<file path="src/rtl/avalon_wait_ram.sv">
`default_nettype none
// ============================================================================
// Module      : avalon_wait_ram
// Description : Avalon-MM word RAM with byte enables, instruction preload port
//               and optional wait-state stall FSM (enabled by RAM_WAITSTATE_EN).
// Revision    : 1.0 - initial release
// ============================================================================
module avalon_wait_ram #(
  parameter int ADDR_W      = 8,
  parameter int WAIT_CYCLES = 2
) (
  input  logic        clk,
  input  logic        reset,
  input  logic [31:0] address,
  input  logic        read,
  input  logic        write,
  input  logic [31:0] writedata,
  input  logic [3:0]  byteenable,
  output logic        waitrequest,
  output logic [31:0] readdata,
  input  logic        inst_input,
  input  logic [7:0]  inst_addr,
  input  logic [31:0] instruction
);

  localparam int IDX_W = ADDR_W - 2;
  localparam int DEPTH = 2 ** IDX_W;

  logic [31:0]      mem_q [DEPTH];
  logic [31:0]      inst_addr_ext;
  logic [IDX_W-1:0] bus_idx;
  logic [IDX_W-1:0] pre_idx;
  logic             bus_req;

  logic             mem_we;
  logic [IDX_W-1:0] mem_idx;
  logic [31:0]      mem_wdata;
  logic [3:0]       mem_be;

  // Preload index is taken through the same ADDR_W slice so it wraps on depth.
  assign inst_addr_ext = {24'h0, inst_addr};
  assign bus_idx       = address[ADDR_W-1:2];
  assign pre_idx       = inst_addr_ext[ADDR_W-1:2];
  assign bus_req       = read | write;

  logic unused_bits;
  assign unused_bits = ^{address[31:ADDR_W], address[1:0],
                         inst_addr_ext[31:ADDR_W], inst_addr_ext[1:0]};

`ifdef RAM_WAITSTATE_EN
  typedef enum logic [1:0] {ST_IDLE, ST_WAIT, ST_ACK} state_e;

  state_e     state_q, state_d;
  logic [3:0] cnt_q, cnt_d;

  always_ff @(posedge clk) begin
    if (reset) begin
      state_q <= ST_IDLE;
      cnt_q   <= 4'd0;
    end else begin
      state_q <= state_d;
      cnt_q   <= cnt_d;
    end
  end

  // The IDLE cycle counts as the first stall, so WAIT ends when the
  // counter is about to reach zero.
  always_comb begin
    state_d = state_q;
    cnt_d   = cnt_q;
    case (state_q)
      ST_IDLE: begin
        if (bus_req) begin
          cnt_d   = 4'(WAIT_CYCLES - 1);
          state_d = (WAIT_CYCLES == 1) ? ST_ACK : ST_WAIT;
        end
      end
      ST_WAIT: begin
        if (!bus_req) begin
          state_d = ST_IDLE;
        end else begin
          cnt_d = cnt_q - 4'd1;
          if (cnt_q == 4'd1 || cnt_q == 4'd0) begin
            state_d = ST_ACK;
          end
        end
      end
      ST_ACK: begin
        state_d = ST_IDLE;
      end
      default: begin
        state_d = ST_IDLE;
      end
    endcase
    if (inst_input) begin
      state_d = ST_IDLE;
    end
  end

  assign waitrequest = (bus_req && (state_q != ST_ACK)) || inst_input;
`else
  logic [3:0] unused_wait;
  assign unused_wait = 4'(WAIT_CYCLES);
  assign waitrequest = inst_input;
`endif

  always_comb begin
    mem_we    = 1'b0;
    mem_idx   = bus_idx;
    mem_wdata = writedata;
    mem_be    = byteenable;
    if (inst_input) begin
      mem_we    = 1'b1;
      mem_idx   = pre_idx;
      mem_wdata = instruction;
      mem_be    = 4'hF;
    end else if (write && !waitrequest) begin
      mem_we = 1'b1;
    end
  end

  // Memory is never cleared; reset only blocks writes on its own edge.
  always_ff @(posedge clk) begin
    if (!reset && mem_we) begin
      for (int b = 0; b < 4; b++) begin
        if (mem_be[b]) begin
          mem_q[mem_idx][8*b +: 8] <= mem_wdata[8*b +: 8];
        end
      end
    end
  end

  assign readdata = (read && !write && !waitrequest) ? mem_q[bus_idx] : 32'h0;

endmodule
`default_nettype wire
</file>
<file path="config.mk">
export PLATFORM = sky130hd
export DESIGN_NAME = avalon_wait_ram
export DESIGN_NICKNAME = d
export VERILOG_FILES = /design/src/rtl/avalon_wait_ram.sv
export SDC_FILE = /design/constraint.sdc
export NUM_CORES = 2
export LEC_CHECK = 0
export CAP_MARGIN = 20
export CORE_MARGIN = 4
export CORE_UTILIZATION = 55
export DETAILED_ROUTE_END_ITERATION = 8
export PLACE_DENSITY = 0.76
export SLEW_MARGIN = 0
export SYNTH_ARGS = -nofsm -noshare
export SYNTH_HDL_FRONTEND = slang
export SYNTH_SLANG_ARGS = --single-unit
export TNS_END_PERCENT = 50
</file>
<file path="constraint.sdc">
create_clock -name clk -period 8.1 [get_ports clk]
set_input_delay 1.62 -clock clk [delete_from_list [all_inputs] [get_ports clk]]
set_output_delay 1.62 -clock clk [all_outputs]
set_load 0.05 [all_outputs]
</file>
==> images/final_clocks.png <==
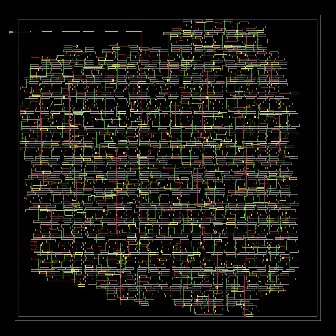
layout clock buffer count: 244
flip-flops: 2048
Sink Count: 2048

==> images/pdn.png <==
Scale bar: 100 µm. Pins as bars on the die edge.
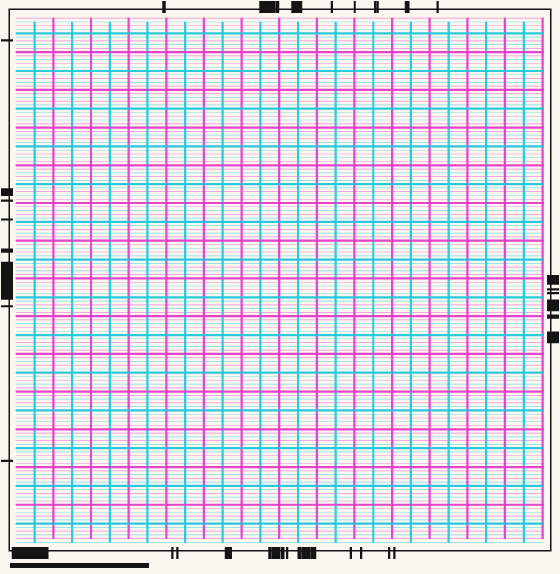
[cyan] VSS
[magenta] VDD
met4 straps: 28
rows: 139
Die H: 389.4 µm
core area: 144000 µm²
maximum vdd ir drop: 0.2145 mV
Die Width: 389.4 µm

==> images/met3.png <==
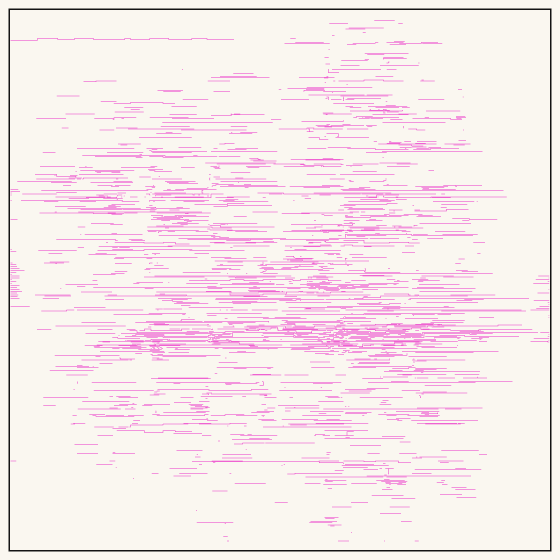
nets with wire on the layer: 682
longest straight run: 176 µm
main direction: horizontal

==> images/met2.png <==
Scale bar: 100 µm.
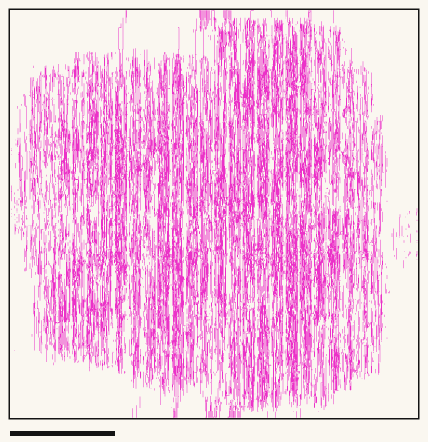
main direction: vertical
nets with wire on the layer: 3669
wire length on this layer: 93.9 mm
share of all routed wire: 47%

==> out/qor.csv <==
stage,metric,value,unit
outcome,status,completed,
cts,CTS tree,done,
synthesis,yosys cell count,3666,
layout,sequential cell area,61500,µm²
grt,initial antenna violation count,6,
min_path,worst min path class,input port to register,
critical_path,startpoint type of the worst setup path,input port,
layout,Comb gate area,17370,µm²
place,port buffer count,117,
sta,f_max,135.9,MHz
layout,buffering overhead,0.02977,
power_and_ir_drop,share of power burned in the clock network,0.398,
detailed_routing,DR vias,39670,
sta,Final Hold Fails,0,
cts,Max clock buf depth,3,
cts,"Setup Fix Bufs, Post-CTS",0,
critical_path,CP Cell Sequence,clkdlybuf4s50_1 -> buf_4 -> nand2b_1 -> o22ai_1 -> nor3_1 -> clkdlybuf4s50_1,
synthesis,most common cell in the netlist,edfxtp_1,
synthesis,mean area per synthesized cell,21.83,µm²
synthesis,flip-flops with a built-in enable,2048,
sta,WHS,1.667,ns
synthesis,top cells by area,"edfxtp_1 (77%), mux4_2 (16%), nor2_1 (1.4%)",
critical_path,critical path type,input port to primary output,
layout by cell type (no fill, tap or decap), types with 5 or more instances in the layout:
cell             count
a211oi_1            28
nand3_1             21
o21ai_1              6
clkinv_2            37
buf_4               97
mux2i_1             87
o22ai_1             26
a21oi_1             31
a221oi_1             5
nor3_1              11
o21ai_0             20
o221ai_1             6
diode_2              5
clkinv_1            48
nor2_1             303
clkbuf_16          198
clkdlybuf4s50_1     81
a22oi_1              9
nor2b_1             23
bufinv_16           12
nand2_1            154
mux2_2              49
buf_12              50
and2_1               5
clkbuf_1            46
edfxtp_1          2048
mux4_2             555
nand2b_1             7
a32oi_1              8
a221o_1              5
inv_6                7
a31oi_1             18
layer usage:
layer / wire (µm) / share of wire
met4: 9319 / 0.047
met5: 117 / 0.00059
met2: 93930 / 0.47
met3: 23850 / 0.12
met1: 71370 / 0.36
cell families (layout without fill, tap and decap cells):
logic type             Yosys count  in the layout  share of synthesized area
multiplexers                   691            691                     0.1740
other                            0              5                          0
flip-flops                    2048           2048                     0.7685
AND-OR/OR-AND                  186            186                    0.01568
AND/OR/NAND/NOR                537            537                    0.02733
buffers and inverters          204            597                    0.01446
critical path, delay by kind of cell:
kind | cells | cell delay, ns
AND/OR/NAND/NOR | 2 | 1.46
AND-OR/OR-AND | 1 | 0.15
buffers and inverters | 3 | 2.47
stage by stage:
stage	util	cells	power (µW)	worst slack (ns)	cell area, µm²
after CTS	0.6220	5941	21900	0.9878	89560
after detailed placement	0.5800	5584	13350	1.009	83520
final	0.6250	5967	21890	0.7412	90000
after global routing	0.6249	5962	22510	0.9178	89990
after floorplan	-	3666	12830	1.904	80020
after global placement	0.5798	5582	13310	0.9897	83500
Power and IR drop assume default switching activity.
